$ cat src/rtl/addr_trans_mc_pkg.sv
// addr_trans_mc shared definitions: exception codes, access types,
// DMW CSR field layout and the registered response bundle.
package addr_trans_mc_pkg;

    localparam logic [3:0] ECODE_NONE = 4'd0;
    localparam logic [3:0] ECODE_ALE  = 4'd1;
    localparam logic [3:0] ECODE_TLBR = 4'd2;
    localparam logic [3:0] ECODE_PIF  = 4'd3;
    localparam logic [3:0] ECODE_PIL  = 4'd4;
    localparam logic [3:0] ECODE_PIS  = 4'd5;
    localparam logic [3:0] ECODE_PPI  = 4'd6;
    localparam logic [3:0] ECODE_PME  = 4'd7;

    // Encoding 3 is reserved and behaves as a load
    typedef enum logic [1:0] {
        ACC_FETCH = 2'd0,
        ACC_LOAD  = 2'd1,
        ACC_STORE = 2'd2,
        ACC_RSVD  = 2'd3
    } acc_t;

    // DMW layout: PLVn enable at bit n, MAT [5:4], PSEG [27:25], VSEG [31:29]
    localparam int DMW_PLV0    = 0;
    localparam int DMW_PLV3    = 3;
    localparam int DMW_MAT_LO  = 4;
    localparam int DMW_PSEG_LO = 25;
    localparam int DMW_VSEG_LO = 29;

    localparam logic [5:0] PS_HUGE = 6'd21;

    typedef struct packed {
        logic [31:0] paddr;
        logic [31:0] vaddr;
        logic        uncached;
        logic        excp;
        logic [3:0]  ecode;
    } atu_resp_t;

endpackage

$ cat src/rtl/addr_trans_mc_atu_chan.sv
// atu_chan: one-entry translation stage for a single channel.
// Ports: CSR inputs (broadcast), req handshake + TLB search, resp handshake.
module atu_chan
    import addr_trans_mc_pkg::*;
#(
    parameter int NDMW = 2
) (
    input  logic              clk,
    input  logic              reset,
    input  logic              flush,
    input  logic              crmd_da,
    input  logic              crmd_pg,
    input  logic [1:0]        crmd_plv,
    input  logic [1:0]        crmd_datf,
    input  logic [1:0]        crmd_datm,
    input  logic [9:0]        asid,
    input  logic [NDMW*32-1:0] dmw,
    input  logic              req_valid,
    output logic              req_ready,
    input  logic [31:0]       req_vaddr,
    input  logic [1:0]        req_type,
    input  logic [1:0]        req_size,
    output logic [18:0]       tlb_s_vppn,
    output logic              tlb_s_odd,
    output logic [9:0]        tlb_s_asid,
    input  logic              tlb_found,
    input  logic              tlb_v,
    input  logic              tlb_d,
    input  logic [19:0]       tlb_ppn,
    input  logic [5:0]        tlb_ps,
    input  logic [1:0]        tlb_mat,
    input  logic [1:0]        tlb_plv,
    output logic              resp_valid,
    input  logic              resp_ready,
    output logic [31:0]       resp_paddr,
    output logic [31:0]       resp_vaddr,
    output logic              resp_uncached,
    output logic              resp_excp,
    output logic [3:0]        resp_ecode
);

    acc_t        acc;
    logic        direct;
    logic        misalign;
    logic        dmw_hit;
    logic [31:0] win;
    logic [31:0] paddr;
    logic [1:0]  mat;
    logic [3:0]  ecode;
    logic        accept;
    logic        valid_q;
    atu_resp_t   resp_q;
    logic        unused_dmw;

    assign acc        = acc_t'(req_type);
    assign tlb_s_vppn = req_vaddr[31:13];
    assign tlb_s_odd  = req_vaddr[12];
    assign tlb_s_asid = asid;
    assign req_ready  = ~valid_q | resp_ready;
    assign accept     = req_valid & req_ready;
    assign unused_dmw = ^dmw;

    always_comb begin
        unique case (req_size)
            2'd0:    misalign = 1'b0;
            2'd1:    misalign = req_vaddr[0];
            default: misalign = |req_vaddr[1:0];
        endcase
    end

    always_comb begin
        direct  = crmd_da | ~crmd_pg;
        dmw_hit = 1'b0;
        win     = '0;
        paddr   = req_vaddr;
        mat     = (acc == ACC_FETCH) ? crmd_datf : crmd_datm;
        ecode   = ECODE_NONE;
        if (!direct) begin
            // high-to-low scan: the lowest matching window is written last
            for (int w = NDMW - 1; w >= 0; w--) begin
                win = dmw[w*32 +: 32];
                if (win[DMW_VSEG_LO +: 3] == req_vaddr[31:29] &&
                    win[{3'b000, crmd_plv}]) begin
                    dmw_hit = 1'b1;
                    paddr   = {win[DMW_PSEG_LO +: 3], req_vaddr[28:0]};
                    mat     = win[DMW_MAT_LO +: 2];
                end
            end
            if (!dmw_hit) begin
                paddr = (tlb_ps == PS_HUGE)
                      ? {tlb_ppn[19:10], req_vaddr[21:0]}
                      : {tlb_ppn, req_vaddr[11:0]};
                mat   = tlb_mat;
                if (!tlb_found) begin
                    ecode = ECODE_TLBR;
                end else if (!tlb_v) begin
                    unique case (acc)
                        ACC_FETCH: ecode = ECODE_PIF;
                        ACC_STORE: ecode = ECODE_PIS;
                        default:   ecode = ECODE_PIL;
                    endcase
                end else if (crmd_plv > tlb_plv) begin
                    ecode = ECODE_PPI;
                end else if (acc == ACC_STORE && !tlb_d) begin
                    ecode = ECODE_PME;
                end
            end
        end
        if (misalign) ecode = ECODE_ALE;
    end

    always_ff @(posedge clk or negedge reset) begin
        if (!reset) begin
            valid_q <= 1'b0;
            resp_q  <= '0;
        end else begin
            if (flush) begin
                valid_q <= 1'b0;
            end else if (accept) begin
                valid_q <= 1'b1;
            end else if (resp_ready) begin
                valid_q <= 1'b0;
            end
            if (accept && !flush) begin
                resp_q.paddr    <= paddr;
                resp_q.vaddr    <= req_vaddr;
                resp_q.uncached <= (mat == 2'd0);
                resp_q.excp     <= (ecode != ECODE_NONE);
                resp_q.ecode    <= ecode;
            end
        end
    end

    assign resp_valid    = valid_q;
    assign resp_paddr    = resp_q.paddr;
    assign resp_vaddr    = resp_q.vaddr;
    assign resp_uncached = resp_q.uncached;
    assign resp_excp     = resp_q.excp;
    assign resp_ecode    = resp_q.ecode;

endmodule

$ cat src/rtl/addr_trans_mc.sv
// addr_trans_mc: NCH independent address-translation stages (DA/DMW/TLB).
// Ports: CRMD/ASID/DMW CSRs, per-channel request, TLB search, response.
module addr_trans_mc
    import addr_trans_mc_pkg::*;
#(
    parameter int NCH  = 2,
    parameter int NDMW = 2
) (
    input  logic               clk,
    input  logic               reset,
    input  logic               flush,
    input  logic               crmd_da,
    input  logic               crmd_pg,
    input  logic [1:0]         crmd_plv,
    input  logic [1:0]         crmd_datf,
    input  logic [1:0]         crmd_datm,
    input  logic [9:0]         asid,
    input  logic [NDMW*32-1:0] dmw,
    input  logic [NCH-1:0]     req_valid,
    output logic [NCH-1:0]     req_ready,
    input  logic [NCH*32-1:0]  req_vaddr,
    input  logic [NCH*2-1:0]   req_type,
    input  logic [NCH*2-1:0]   req_size,
    output logic [NCH*19-1:0]  tlb_s_vppn,
    output logic [NCH-1:0]     tlb_s_odd,
    output logic [NCH*10-1:0]  tlb_s_asid,
    input  logic [NCH-1:0]     tlb_found,
    input  logic [NCH-1:0]     tlb_v,
    input  logic [NCH-1:0]     tlb_d,
    input  logic [NCH*20-1:0]  tlb_ppn,
    input  logic [NCH*6-1:0]   tlb_ps,
    input  logic [NCH*2-1:0]   tlb_mat,
    input  logic [NCH*2-1:0]   tlb_plv,
    output logic [NCH-1:0]     resp_valid,
    input  logic [NCH-1:0]     resp_ready,
    output logic [NCH*32-1:0]  resp_paddr,
    output logic [NCH*32-1:0]  resp_vaddr,
    output logic [NCH-1:0]     resp_uncached,
    output logic [NCH-1:0]     resp_excp,
    output logic [NCH*4-1:0]   resp_ecode
);

    for (genvar c = 0; c < NCH; c++) begin : g_chan
        atu_chan #(
            .NDMW(NDMW)
        ) u_chan (
            .clk          (clk),
            .reset        (reset),
            .flush        (flush),
            .crmd_da      (crmd_da),
            .crmd_pg      (crmd_pg),
            .crmd_plv     (crmd_plv),
            .crmd_datf    (crmd_datf),
            .crmd_datm    (crmd_datm),
            .asid         (asid),
            .dmw          (dmw),
            .req_valid    (req_valid[c]),
            .req_ready    (req_ready[c]),
            .req_vaddr    (req_vaddr[c*32 +: 32]),
            .req_type     (req_type[c*2 +: 2]),
            .req_size     (req_size[c*2 +: 2]),
            .tlb_s_vppn   (tlb_s_vppn[c*19 +: 19]),
            .tlb_s_odd    (tlb_s_odd[c]),
            .tlb_s_asid   (tlb_s_asid[c*10 +: 10]),
            .tlb_found    (tlb_found[c]),
            .tlb_v        (tlb_v[c]),
            .tlb_d        (tlb_d[c]),
            .tlb_ppn      (tlb_ppn[c*20 +: 20]),
            .tlb_ps       (tlb_ps[c*6 +: 6]),
            .tlb_mat      (tlb_mat[c*2 +: 2]),
            .tlb_plv      (tlb_plv[c*2 +: 2]),
            .resp_valid   (resp_valid[c]),
            .resp_ready   (resp_ready[c]),
            .resp_paddr   (resp_paddr[c*32 +: 32]),
            .resp_vaddr   (resp_vaddr[c*32 +: 32]),
            .resp_uncached(resp_uncached[c]),
            .resp_excp    (resp_excp[c]),
            .resp_ecode   (resp_ecode[c*4 +: 4])
        );
    end

endmodule

$ cat config.mk
export PLATFORM = sky130hd
export DESIGN_NAME = addr_trans_mc
export DESIGN_NICKNAME = d
export VERILOG_FILES = /design/src/rtl/addr_trans_mc_pkg.sv /design/src/rtl/addr_trans_mc_atu_chan.sv /design/src/rtl/addr_trans_mc.sv
export SDC_FILE = /design/constraint.sdc
export NUM_CORES = 1
export LEC_CHECK = 0
export ABC_CLOCK_PERIOD_IN_PS = 5130
export CAP_MARGIN = 30
export CORE_AREA = 4 4 167 169
export CTS_CLUSTER_DIAMETER = 50
export CTS_CLUSTER_SIZE = 28
export DETAILED_ROUTE_END_ITERATION = 10
export DIE_AREA = 0 0 171 173
export GPL_TIMING_DRIVEN = 0
export SYNTH_ARGS = -nofsm -noshare
export SYNTH_HDL_FRONTEND = slang
export SYNTH_SLANG_ARGS = --single-unit
$ cat constraint.sdc
create_clock -name clk -period 5.13 [get_ports clk]
set_clock_uncertainty 0.05 [all_clocks]
set_input_delay 1.2825 -clock clk [delete_from_list [all_inputs] [get_ports clk]]
set_output_delay 1.2825 -clock clk [all_outputs]
set_load 0.05 [all_outputs]
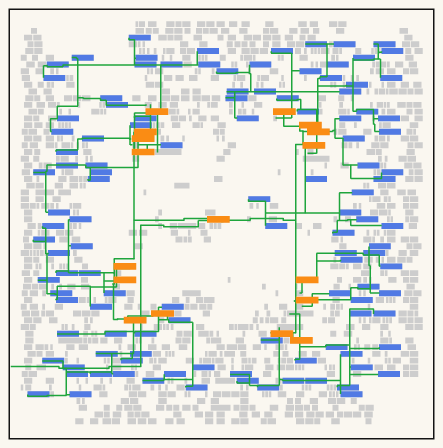
Fig. 1. Routed clock nets over the placement (run 1).
Green is clock wires, length 2050 um. Blue is flip-flops, count 116. Orange is clock-net drivers, count 17.
There are 18 routed clock nets.
insertion delay to the later sink of the worst-skew pair: 410 ps
Clock Power Share: 31.7%
clock network power consumption: 1.29 mW

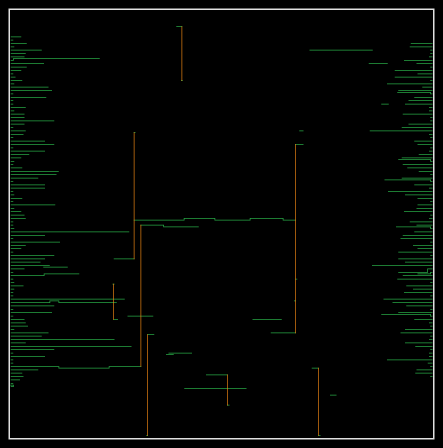
Fig. 2. Metal layers overlaid (run 1).
Two of the layers only.
Orange is M4, wire length 301 um. Green is M3, wire length 1970 um.

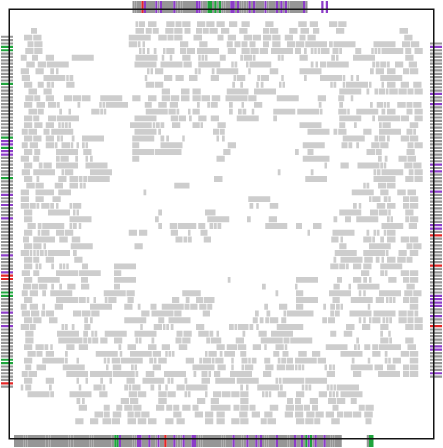
Fig. 3. Ports around the boundary (run 1).
Pins as bars across the die edge, other pins in grey.
Purple is resp_vaddr, pins 64, direction output, edge 19 south, 18 north, 16 east, 11 west. Red is resp_ecode, pins 8, direction output, edge 3 east, 3 west, 1 south, 1 north. Green is tlb_s_asid, pins 20, direction output, edge 10 west, 6 south, 4 north.
All pins by edge: 147 south, 105 west, 100 east, 79 north.

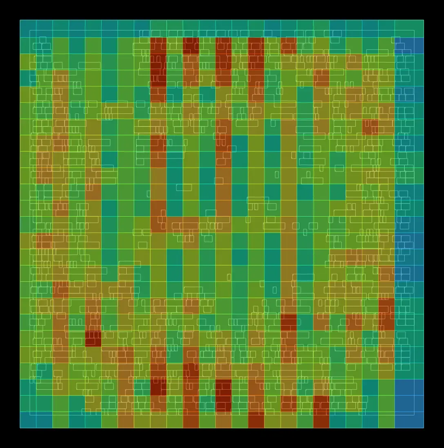
Fig. 4. Routing congestion (run 1).
utilization after layout: 41.5%
overall fraction of global-route tracks in use: 16.7%
GRT Max-Usage Layer: met2

==> COMMIT_EDITMSG, run 1 <==
Add synthesis and place-and-route results

- The number of gates resized after CTS was 0.
- RR Endpoint: g_chan[0].u_chan.resp_vaddr[24]
- Syn_area_per_cell: 8.94 um^2
- Leakage Power: 4.96 nW
- DRC Markers: 0
- For reference, the critical path is captured by tlb_s_vppn[17].
- The logs give a warning total of 66.
- Logic area: 0.00240 mm^2
- Startpoint of the tightest hold check path: g_chan[0].u_chan.resp_vaddr[29]
* Hold path endpoint: g_chan[0].u_chan.resp_vaddr[29]
* Uppermost metal layer occupied by signal nets: met4
* Part of the total power dissipated in combinational logic: 40.3%
- Top cells excl fill/tap: clkdlybuf4s50_1, nand2_1, dfrtp_1
* PortBufs: 378
- Number of buffers added by the clock tree synthesis step: 17
- Run status: finished, final reports clean
- The number of maximum-capacitance violations recorded for the run is 0.
- Initial DRC Count: 268
- Fraction of synthesized cell area taken by the top area cell type: 47.1%
- The register with the most flip-flops in the layout has 64 of them.
==> run 2: changes to the inputs <==
--- a/config.mk
+++ b/config.mk
@@ -5,7 +5,7 @@
 export SDC_FILE = /design/constraint.sdc
 export NUM_CORES = 1
 export LEC_CHECK = 0
-export ABC_CLOCK_PERIOD_IN_PS = 5130
+export ABC_CLOCK_PERIOD_IN_PS = 4400
 export CAP_MARGIN = 30
 export CORE_AREA = 4 4 167 169
 export CTS_CLUSTER_DIAMETER = 50
==> constraint.sdc (replaced) <==
create_clock -name clk -period 4.4 [get_ports clk]
set_clock_uncertainty 0.05 [all_clocks]
set_input_delay 1.1 -clock clk [delete_from_list [all_inputs] [get_ports clk]]
set_output_delay 1.1 -clock clk [all_outputs]
set_load 0.05 [all_outputs]
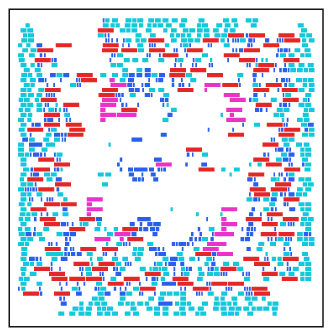
Fig. 5. Cells coloured by class (run 2).
Magenta is clock drivers and dummy loads, cells 31, share of their area 5.9%. Blue is remaining logic cells, cells 452, share of their area 23%. Red is registers, cells 116, share of their area 27%. Cyan is remaining buffers and delay cells, cells 502, share of their area 44%.
fraction of area in registers: 26.3%
post-layout instance area: 0.0110 mm^2
Rows: 60
Core Box Area: 0.0266 mm^2

==> run 2 against run 1 <==
First-iteration DRC count unchanged. Combinational power increased by 16%. Largest cell class unchanged. Clock power increased by 16%. Die size unchanged. Sequential power increased by about 20%. Critical path depth unchanged. Utilization unchanged. Worst setup slack got worse by 370 ps. Final area unchanged. Register-to-register slack got worse by 730 ps.
==> COMMIT_EDITMSG, run 2 <==
Add synthesis and place-and-route results

- Overall fraction of global-route tracks in use: 16.7% (unchanged)
* Startpoint of the tightest hold check path: g_chan[0].u_chan.resp_vaddr[29] (unchanged)
* Initial DRC Count: 268 (unchanged)
- The count of maximum capacitance violations was 0 (unchanged).
- The number of design rule violations left after detail routing came to 0 (unchanged).
* Hold path endpoint: g_chan[0].u_chan.resp_vaddr[29] (unchanged)
- Worst setup path endpoint: tlb_s_vppn[17] (unchanged)
- Count of tool warnings: 66 (unchanged)
* RR Endpoint: g_chan[0].u_chan.resp_vaddr[24] (unchanged)
- Run status: finished, final reports clean (unchanged)
- The clock network power was 1.50 mW (was 1.29 mW).
* Part of the total power dissipated in combinational logic: 40.3% (about the same)
* Max reg flops: 64 (unchanged)
- Syn_area_per_cell: 8.94 um^2 (unchanged)
- The proportion of power drawn by the clock network was 31.7% (about the same).
- The most crowded layer after global routing is met2 (unchanged).
- Utilization after layout: 41.5% (unchanged)
* PortBufs: 378 (unchanged)
- Uppermost metal layer occupied by signal nets: met4 (unchanged)
- Top cells excl fill/tap: clkdlybuf4s50_1, nand2_1, dfrtp_1 (unchanged).
- The portion of synthesized cell area occupied by the leading cell type came to 47.1% (unchanged).
- Logic area: 0.00240 mm^2 (unchanged)
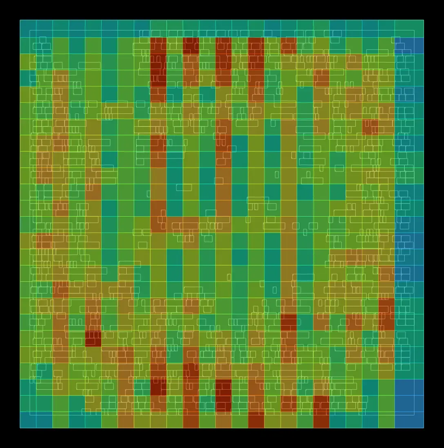
Fig. 6. Routing congestion (run 2).
met1 Track Usage GR: 19.6%
global-route track usage on met2: 30.0%

No activity file was given, so power comes from the tool's default toggle rates.
